===== src/rtl/axi_timer_mc.sv =====
// axi_timer_mc: NUM_CH up-counters, shared prescaler, AXI-lite CSRs.
// Define TIMER_PWM_EN for per-channel CMP registers and pwm_out.
module axi_timer_mc #(
  parameter int NUM_CH  = 4,
  parameter int CNT_W   = 32,
  parameter int PRESC_W = 16
) (
  input  logic        clk,
  input  logic        resetn,
  input  logic [11:0] s_axi_awaddr,
  input  logic        s_axi_awvalid,
  output logic        s_axi_awready,
  input  logic [31:0] s_axi_wdata,
  input  logic [3:0]  s_axi_wstrb,
  input  logic        s_axi_wvalid,
  output logic        s_axi_wready,
  output logic [1:0]  s_axi_bresp,
  output logic        s_axi_bvalid,
  input  logic        s_axi_bready,
  input  logic [11:0] s_axi_araddr,
  input  logic        s_axi_arvalid,
  output logic        s_axi_arready,
  output logic [31:0] s_axi_rdata,
  output logic [1:0]  s_axi_rresp,
  output logic        s_axi_rvalid,
  input  logic        s_axi_rready,
`ifdef TIMER_PWM_EN
  output logic [NUM_CH-1:0] pwm_out,
`endif
  output logic        irq_out
);

  localparam logic [4:0] NCH    = 5'(NUM_CH);
  localparam logic [1:0] OKAY   = 2'b00;
  localparam logic [1:0] SLVERR = 2'b10;
`ifdef TIMER_PWM_EN
  localparam bit HAS_CMP = 1'b1;
`else
  localparam bit HAS_CMP = 1'b0;
`endif

  function automatic logic [31:0] smask(logic [3:0] s);
    for (int b = 0; b < 4; b++) smask[8*b +: 8] = {8{s[b]}};
  endfunction

  function automatic logic [31:0] merge(logic [31:0] o,
                                        logic [31:0] w,
                                        logic [3:0]  s);
    merge = (o & ~smask(s)) | (w & smask(s));
  endfunction

  function automatic logic ch_sel(logic [11:0] a, int n);
    ch_sel = (a[11:8] == 4'h1) && (a[7:4] == 4'(n));
  endfunction

  // COUNT is read-only, so it only counts as mapped for reads
  function automatic logic mapped(logic [11:0] a, logic wr);
    logic chreg;
    chreg = (a[11:8] == 4'h1) && ({1'b0, a[7:4]} < NCH);
    if (a == 12'h000 || a == 12'h004) return 1'b1;
    case (a[3:0])
      4'h0, 4'h4: return chreg;
      4'h8:       return chreg & ~wr;
      4'hC:       return chreg & HAS_CMP;
      default:    return 1'b0;
    endcase
  endfunction

  logic [PRESC_W-1:0] presc_q, presc_d, psc_q, psc_d;
  logic [2:0]         ctrl_q   [NUM_CH];
  logic [2:0]         ctrl_d   [NUM_CH];
  logic [CNT_W-1:0]   reload_q [NUM_CH];
  logic [CNT_W-1:0]   reload_d [NUM_CH];
  logic [CNT_W-1:0]   count_q  [NUM_CH];
  logic [CNT_W-1:0]   count_d  [NUM_CH];
`ifdef TIMER_PWM_EN
  logic [CNT_W-1:0]   cmp_q    [NUM_CH];
  logic [CNT_W-1:0]   cmp_d    [NUM_CH];
  logic [NUM_CH-1:0]  pwm_q;
`endif
  logic [NUM_CH-1:0]  pend_q, pend_d, hit, clr, ien;
  logic               irq_q, any_en, tick;
  logic               bvalid_q, rvalid_q;
  logic [1:0]         bresp_q, rresp_q;
  logic [31:0]        rdata_q, rd_mux, wtmp;
  logic               wr_fire, rd_fire;

  assign wr_fire       = s_axi_awvalid & s_axi_wvalid & ~bvalid_q;
  assign rd_fire       = s_axi_arvalid & ~rvalid_q;
  assign s_axi_awready = wr_fire;
  assign s_axi_wready  = wr_fire;
  assign s_axi_bvalid  = bvalid_q;
  assign s_axi_bresp   = bresp_q;
  assign s_axi_arready = rd_fire;
  assign s_axi_rvalid  = rvalid_q;
  assign s_axi_rdata   = rdata_q;
  assign s_axi_rresp   = rresp_q;
  assign irq_out       = irq_q;
`ifdef TIMER_PWM_EN
  assign pwm_out       = pwm_q;
`endif

  // shared prescaler: runs while any channel is enabled
  always_comb begin
    any_en = 1'b0;
    ien    = '0;
    for (int n = 0; n < NUM_CH; n++) begin
      any_en = any_en | ctrl_q[n][0];
      ien[n] = ctrl_q[n][2];
    end
    tick = any_en && (psc_q >= presc_q);
    if (!any_en || tick) psc_d = '0;
    else                 psc_d = psc_q + 1'b1;
  end

  // channel counters and CSR writes; a CSR write beats the one-shot clear
  always_comb begin
    wtmp    = '0;
    presc_d = presc_q;
    hit     = '0;
    clr     = '0;
    for (int n = 0; n < NUM_CH; n++) begin
      ctrl_d[n]   = ctrl_q[n];
      reload_d[n] = reload_q[n];
      count_d[n]  = count_q[n];
`ifdef TIMER_PWM_EN
      cmp_d[n]    = cmp_q[n];
`endif
      if (!ctrl_q[n][0]) begin
        count_d[n] = '0;
      end else if (tick) begin
        if (count_q[n] >= reload_q[n]) begin
          count_d[n] = '0;
          hit[n]     = 1'b1;
          if (ctrl_q[n][1]) ctrl_d[n][0] = 1'b0;
        end else begin
          count_d[n] = count_q[n] + 1'b1;
        end
      end
      if (wr_fire && ch_sel(s_axi_awaddr, n)) begin
        case (s_axi_awaddr[3:0])
          4'h0: begin
            wtmp = merge(32'(ctrl_q[n]), s_axi_wdata, s_axi_wstrb);
            ctrl_d[n] = wtmp[2:0];
          end
          4'h4: begin
            wtmp = merge(32'(reload_q[n]), s_axi_wdata, s_axi_wstrb);
            reload_d[n] = wtmp[CNT_W-1:0];
          end
`ifdef TIMER_PWM_EN
          4'hC: begin
            wtmp = merge(32'(cmp_q[n]), s_axi_wdata, s_axi_wstrb);
            cmp_d[n] = wtmp[CNT_W-1:0];
          end
`endif
          default: ;
        endcase
      end
    end
    if (wr_fire && s_axi_awaddr == 12'h000) begin
      wtmp    = merge(32'(presc_q), s_axi_wdata, s_axi_wstrb);
      presc_d = wtmp[PRESC_W-1:0];
    end
    if (wr_fire && s_axi_awaddr == 12'h004) begin
      wtmp = s_axi_wdata & smask(s_axi_wstrb);
      clr  = wtmp[NUM_CH-1:0];
    end
    pend_d = (pend_q & ~clr) | hit;
  end

  // read data mux; unmapped offsets fall through to zero
  always_comb begin
    rd_mux = '0;
    if (s_axi_araddr == 12'h000) rd_mux = 32'(presc_q);
    if (s_axi_araddr == 12'h004) rd_mux = 32'(pend_q);
    for (int n = 0; n < NUM_CH; n++) begin
      if (ch_sel(s_axi_araddr, n)) begin
        case (s_axi_araddr[3:0])
          4'h0:    rd_mux = 32'(ctrl_q[n]);
          4'h4:    rd_mux = 32'(reload_q[n]);
          4'h8:    rd_mux = 32'(count_q[n]);
`ifdef TIMER_PWM_EN
          4'hC:    rd_mux = 32'(cmp_q[n]);
`endif
          default: ;
        endcase
      end
    end
  end

  // timer state registers
  always_ff @(posedge clk or negedge resetn) begin
    if (!resetn) begin
      presc_q <= '0;
      psc_q   <= '0;
      pend_q  <= '0;
      irq_q   <= 1'b0;
      for (int n = 0; n < NUM_CH; n++) begin
        ctrl_q[n]   <= '0;
        reload_q[n] <= '1;
        count_q[n]  <= '0;
      end
    end else begin
      presc_q  <= presc_d;
      psc_q    <= psc_d;
      pend_q   <= pend_d;
      irq_q    <= |(pend_q & ien);
      ctrl_q   <= ctrl_d;
      reload_q <= reload_d;
      count_q  <= count_d;
    end
  end

  // AXI-lite response channels
  always_ff @(posedge clk or negedge resetn) begin
    if (!resetn) begin
      bvalid_q <= 1'b0;
      bresp_q  <= OKAY;
      rvalid_q <= 1'b0;
      rresp_q  <= OKAY;
      rdata_q  <= '0;
    end else begin
      if (wr_fire) begin
        bvalid_q <= 1'b1;
        bresp_q  <= mapped(s_axi_awaddr, 1'b1) ? OKAY : SLVERR;
      end else if (s_axi_bready) begin
        bvalid_q <= 1'b0;
      end
      if (rd_fire) begin
        rvalid_q <= 1'b1;
        if (mapped(s_axi_araddr, 1'b0)) begin
          rresp_q <= OKAY;
          rdata_q <= rd_mux;
        end else begin
          rresp_q <= SLVERR;
          rdata_q <= '0;
        end
      end else if (s_axi_rready) begin
        rvalid_q <= 1'b0;
      end
    end
  end

`ifdef TIMER_PWM_EN
  // PWM compare, registered per channel
  always_ff @(posedge clk or negedge resetn) begin
    if (!resetn) begin
      pwm_q <= '0;
      for (int n = 0; n < NUM_CH; n++) cmp_q[n] <= '1;
    end else begin
      cmp_q <= cmp_d;
      for (int n = 0; n < NUM_CH; n++)
        pwm_q[n] <= ctrl_q[n][0] & (count_q[n] < cmp_q[n]);
    end
  end
`endif

endmodule


===== config.mk =====
export PLATFORM = sky130hd
export DESIGN_NAME = axi_timer_mc
export DESIGN_NICKNAME = d
export VERILOG_FILES = /design/src/rtl/axi_timer_mc.sv
export SDC_FILE = /design/constraint.sdc
export NUM_CORES = 1
export LEC_CHECK = 0
export ABC_AREA = 0
export CORE_ASPECT_RATIO = 0.7
export CORE_UTILIZATION = 55
export CTS_CLUSTER_SIZE = 25
export DETAILED_ROUTE_END_ITERATION = 8
export GPL_ROUTABILITY_DRIVEN = 0
export PLACE_DENSITY_LB_ADDON = 0.2
export SYNTH_ARGS = -nofsm -noshare
export SYNTH_HDL_FRONTEND = slang
export SYNTH_SLANG_ARGS = --single-unit

===== constraint.sdc =====
create_clock -name clk -period 4.6 [get_ports clk]
set_input_delay 0.92 -clock clk [delete_from_list [all_inputs] [get_ports clk]]
set_output_delay 0.92 -clock clk [all_outputs]
set_load 0.03 [all_outputs]

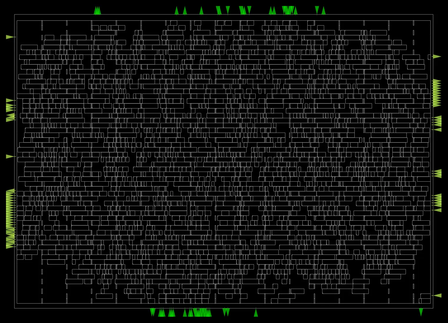
**Above:** run 1 (placed standard cells).
Site Rows: 58
Core Util, Final: 64.5%
sequential share of cell area: 37.0%

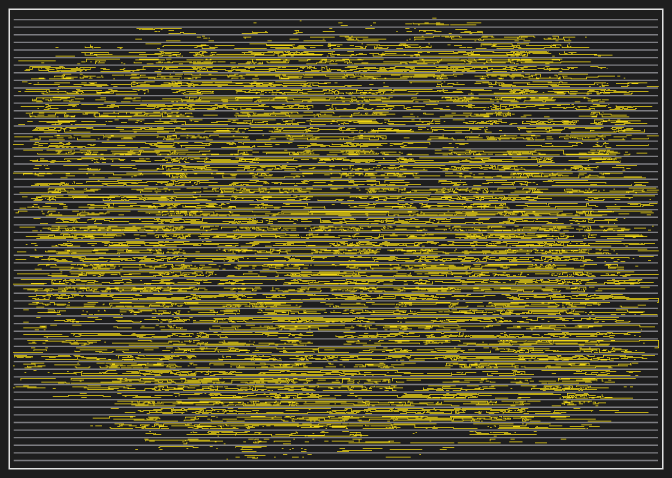
**Above:** run 1 (signal wires on met1).
Supply wires on this layer in grey.
nets with wire on the layer: 2,305
share of all routed wire: 42%
wire length on this layer: 27.6 mm
met1 global-route usage: 49.5%
via count: 18,055

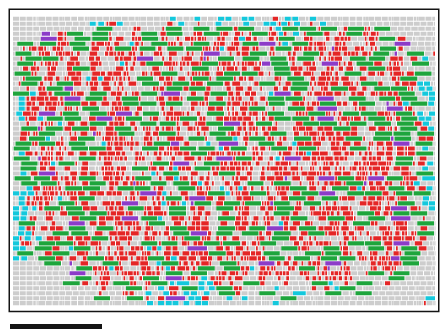
**Above:** run 1 (placed cells, one colour a class).
The bar under the picture is 50 µm long. Fill, decap, tap and diode cells in grey.
legend:
  clock drivers and dummy loads:
    colour: purple
    cells: 63
    share_of_their_area: 5.3%
  combinational and other logic:
    colour: red
    cells: 1,729
    share_of_their_area: 50%
  remaining buffers and delay cells:
    colour: cyan
    cells: 152
    share_of_their_area: 6.3%
  sequential cells:
    colour: green
    cells: 341
    share_of_their_area: 38%
area of the core: 36,400 µm²
post-route cell area: 23,500 µm²

==> out/metrics.yaml, run 1 <==
clkPwrFrac_pct: 48.1
clock_skew_ns: 0.0110
fp.dieH_um: 164
worst_path_most_repeated_cell: "a21oi_1"
ys_cells: 2157
dp_hpwl_mm: 48.8
synth.logic.top_family: "simple AND/OR/NAND/NOR gates"
finalCriticalPeriod_ns: 3.77
p_total_mw: 6.37
fp_util_pct: 56.6
area_growth_pct: 13.9
io_buffers: 106
wl_per_cell_um: 23.7
path_depth: 10
htreeDepth: 2
fill_cells: 2928
ir_drop_mv: 0.195
endpoint_kind: "flop"
synth_warnings: 0
cts_root_buf: "clkbuf_16"
crit_path_max_fanout: 17
ys_types: 78
xor_area_share_pct: 4.08
tightest_slew_ns: 1.25
clkLatencyLatePin_ns: 0.54
ios: 109
n_antenna_cell: 0
max_stage_delay_ns: 0.82
grt_pass1_vias: 17290
setup.worst_path.start_class: "flop"
die_area_um2: 38200
drt_iter0_drc: 2154
synth-adder-area-share_pct: 9.05
tap-cell-count: 480
clock_tree_area_fraction_pct: 5.18
status: "completed"
synth-seq-cells: 341
grt_pass1_wl_mm: 101
cts_tree: "yes"
comb_cells: 1554
largest_class: "logic gates"
period_used_pct: 81.9
drc_errors: 0
syn_area_um2: 20600
buffers_excl_clock: 152
yosys_area_um2: 20600
grt_max_degree: 104
routed_via_density: 6.53
-- run 1: power by group through the flow --
stage | sequential [mW] | clock [mW] | combinational (mW)
5_1_grt | 3.01 | 3.22 | 0.311
2_1_floorplan | 3.07 | 0 | 0.0742
6_report | 3.01 | 3.07 | 0.292
3_5_place_dp | 3.07 | 0 | 0.290
3_3_place_gp | 3.07 | 0 | 0.287
4_1_cts | 3.01 | 3.09 | 0.291
-- run 1: layer usage --
metal	track usage, %	routed length [µm]
met1	49.5	27600
met2	51.9	28000
met3	6.04	6610
met4	16.0	3280
met5	0	0
-- run 1: placed cells by master (no fill, tap or decap), types with 37 or more instances in the layout --
cell / n
dfrtp_1: 213
nand2_1: 211
nor2_1: 182
inv_1: 174
ha_1: 149
mux2_2: 137
dfstp_2: 128
o21ai_0: 108
clkdlybuf4s50_1: 105
nand3_1: 74
a21oi_1: 74
xnor2_1: 53
nand4_1: 49
a221oi_1: 48
a22oi_1: 47
nor3_1: 45
xor2_1: 43
buf_4: 43
clkbuf_16: 37
-- run 1: through the flow --
step / instances / area, µm² / setup slack [ns]
5_1_grt: 2765 / 23500 / 0.631
2_1_floorplan: 2158 / 20600 / 1.50
3_5_place_dp: 2702 / 22300 / 0.544
6_report: 2765 / 23500 / 0.833
4_1_cts: 2765 / 23500 / 0.964
3_3_place_gp: 2702 / 22300 / 0.609
-- run 1: Yosys cell counts (all sizes together) (48+ instances only) --
master  count  area, µm²
a21oi      76        395
a221oi     48        420
clkbuf     64        241
dfrtp     213       5330
dfstp     128       3360
ha        149       1860
inv       174        653
mux2      140       1580
nand2     214        811
nand3      74        370
nand4      49        307
nor2      184        696
o21ai     112        561
xnor2      53        464
**Run 1: wiring by layer**

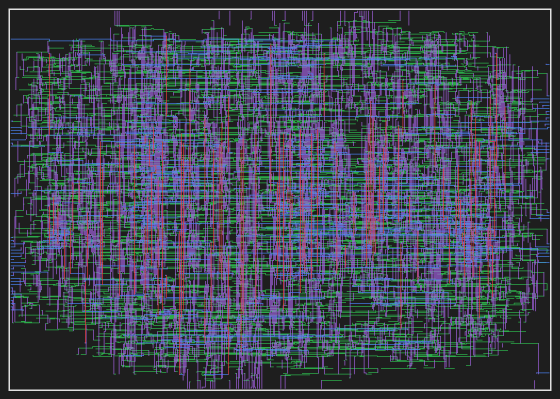

--- run 2 (diff from run 1) ---
==> constraint.sdc (replaced) <==
create_clock -name clk -period 3.4 [get_ports clk]
set_input_delay 0.68 -clock clk [delete_from_list [all_inputs] [get_ports clk]]
set_output_delay 0.68 -clock clk [all_outputs]
set_load 0.03 [all_outputs]
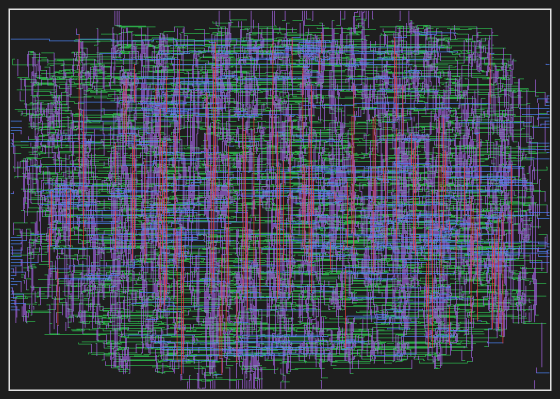
**Above:** run 2 (wiring by layer).
legend:
  metal 3:
    colour: blue
    wire_length: 6,680 µm
  metal 1:
    colour: green
    wire_length: 27.9 mm
  metal 2:
    colour: purple
    wire_length: 28.0 mm
  metal 4:
    colour: red
    wire_length: 3,640 µm
total global routing track utilization: 35.3%
final WL: 66.2 mm
via count: 18,194
WL/cell: 23.5 µm

==> out/metrics.yaml, run 2 <==
status: "completed"
xor_area_share_pct: 4.08  # unchanged
cts_tree: "yes"
grt_pass1_wl_mm: 103  # +1.6%
finalCriticalPeriod_ns: 3.13  # -0.637 ns
ys_sh_aoi_pct: 15.1
syn_area_um2: 20600  # unchanged
postLayoutCoreUtil_pct: 66.2  # +1.6 points
synth-adder-area-share_pct: 9.05  # unchanged
fmaxAchievable_ghz: 0.319
wl_met2_mm: 28.0  # +0.24%
clkLatencyLatePin_ns: 0.56  # +0.02 ns
wirelength_met1_mm: 27.9  # +0.99%
seq_power_share_pct: 46.2
setup_viol: 0
top_power_group: "clock"
grt_pass1_vias: 17783  # +2.9%
wl_met3_mm: 6.68  # +1.1%
grt_max_degree: 93  # -11%
synth_top_flop_cell: "dfrtp_1"
fp.dieH_um: 164  # unchanged
routed_via_density: 6.44  # -1.3%
pg_comb_mw: 0.399  # +37%
cts_root_buf: "clkbuf_16"
io_buffers: 106  # unchanged
p_int_mw: 6.77
synth_warnings: 0  # unchanged
period_used_pct: 92.1  # +10 points
htreeDepth: 2  # unchanged
drc_errors: 0  # unchanged
regArea_um2: 8690
area_growth_pct: 16.8
clkTransAtPathRegs_ns: 0.06
synth.logic.top_family: "simple AND/OR/NAND/NOR gates"
whs_ns: 0.0781
core_um2: 36400  # unchanged
rsz0062_at_grt: "no"
final_common_cell: "dfrtp_1"
layout_top_cells: "dfrtp_1, nand2_1, nor2_1"
fp-row-count: 58  # unchanged
p_clk_mw: 4.35  # +42%
antenna_found_initial: 0
crit_path_max_fanout: 10  # -7
top_cells_by_area: "dfrtp_1, dfstp_2, ha_1, mux2_2, nand2_1"
setup.worst_path.start_class: "flop"
max_stage_delay_ns: 0.39  # -0.43 ns
pg_seq_mw: 4.08  # +36%
reg2reg_slack_ns: 0.27
syn_inst: 2157
ys_cells: 2157  # unchanged
die_w_um: 233
critical_path_class: "flop to flop"
top_area_cell: "dfrtp_1"
yosys_area_um2: 20600  # unchanged
most_common_cell: "dfrtp_1"
drt_iter0_drc: 2321  # +7.8%
nets: 2530
worst_path_most_repeated_cell: "nand2_1"
ys_seq_share_pct: 42.2
ys_sh_simple_pct: 16.1
endpoint_kind: "flop"
synth-seq-cells: 341  # unchanged
clock_skew_ns: 0.0266  # +0.0156 ns
ir_drop_mv: 0.338  # +73%
ys_types: 78  # unchanged
dr.max_layer_used: "met4"
top_cells_by_count: "dfrtp_1, nand2_1, nor2_1"
top_cell_area_share_pct: 25.9  # unchanged
dp_hpwl_mm: 49.9  # +2.3%
cap_violations: 0
clkPwrFrac_pct: 49.3  # +1.2 points
die_area_um2: 38200  # unchanged
ios: 109  # unchanged
synthMuxAreaShare_pct: 8.29
fp_util_pct: 56.6  # unchanged
tightest_slew_ns: 0.965  # -0.282 ns
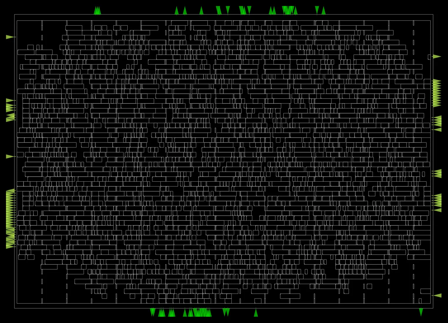
**Above:** run 2 (placed standard cells).
Fillers: 2,888
Flops: 341
non-filler cells, final: 2,823
Tap Count: 480
sequential share of cell area: 36.1%

==> run 2: cell counts after synthesis <==
No cell type changed its count.
==> run 2: worst max-delay path by stage <==
stage / start / endpoint / slack (ns) / cells after the start
3_5_place_dp: s_axi_awaddr[7] / flop / -0.05 / 9
4_1_cts: flop / count_q[105]$_DFFE_PN0P_ / 0.11 / 11
3_3_place_gp: s_axi_araddr[11] / s_axi_rdata[13]$_DFFE_PN0P_ / 0.02 / 9
2_1_floorplan: s_axi_araddr[11] / s_axi_rdata[26]$_DFFE_PN0P_ / 0.54 / 9
6_report: flop / count_q[19]$_DFFE_PN0P_ / 0.27 / 11
5_1_grt: flop / count_q[19]$_DFFE_PN0P_ / 0.06 / 11
==> run 2: per-layer routing <==
metal | GRT usage [%] | vias up
li1 | - | 8112
met1 | 49.7 | 8856
met2 | 51.7 | 1014
met3 | 6.77 | 212
met4 | 18.1 | 0
met5 | 0 | -
==> run 2: per-stage QoR <==
step / setup slack, ns / cells / total power, mW / setup TNS (ns) / cell area, µm²
after floorplan: 0.540 / 2158 / 4.26 / 0 / 20600
after global placement: 0.0178 / 2756 / 4.54 / 0 / 22800
after detailed placement: -0.0534 / 2756 / 4.55 / -0.984 / 22800
after CTS: 0.110 / 2822 / 8.84 / 0 / 24000
after global routing: 0.0648 / 2822 / 9.03 / 0 / 24100
final: 0.270 / 2823 / 8.83 / 0 / 24100
==> run 2: final cells by class <==
type,instances,area share [%]
antenna,1,0.0104
clock buffer,47,4.17
clock inverter,19,1.14
inverter,175,2.73
multi-input combinational,1554,45.1
sequential,341,36.1
tap,480,2.50
timing repair buffer,206,8.17
==> run 2: what timing repair did <==
item | CTS | global route
setup buffers | 0 | 0
resized | 0 | 2
hold buffers | 0 | 0
hold endpoints to repair | 0 | 0
setup endpoints to repair | 0 | 14
Power figures rest on the tool's default switching activity, not on a simulated workload.
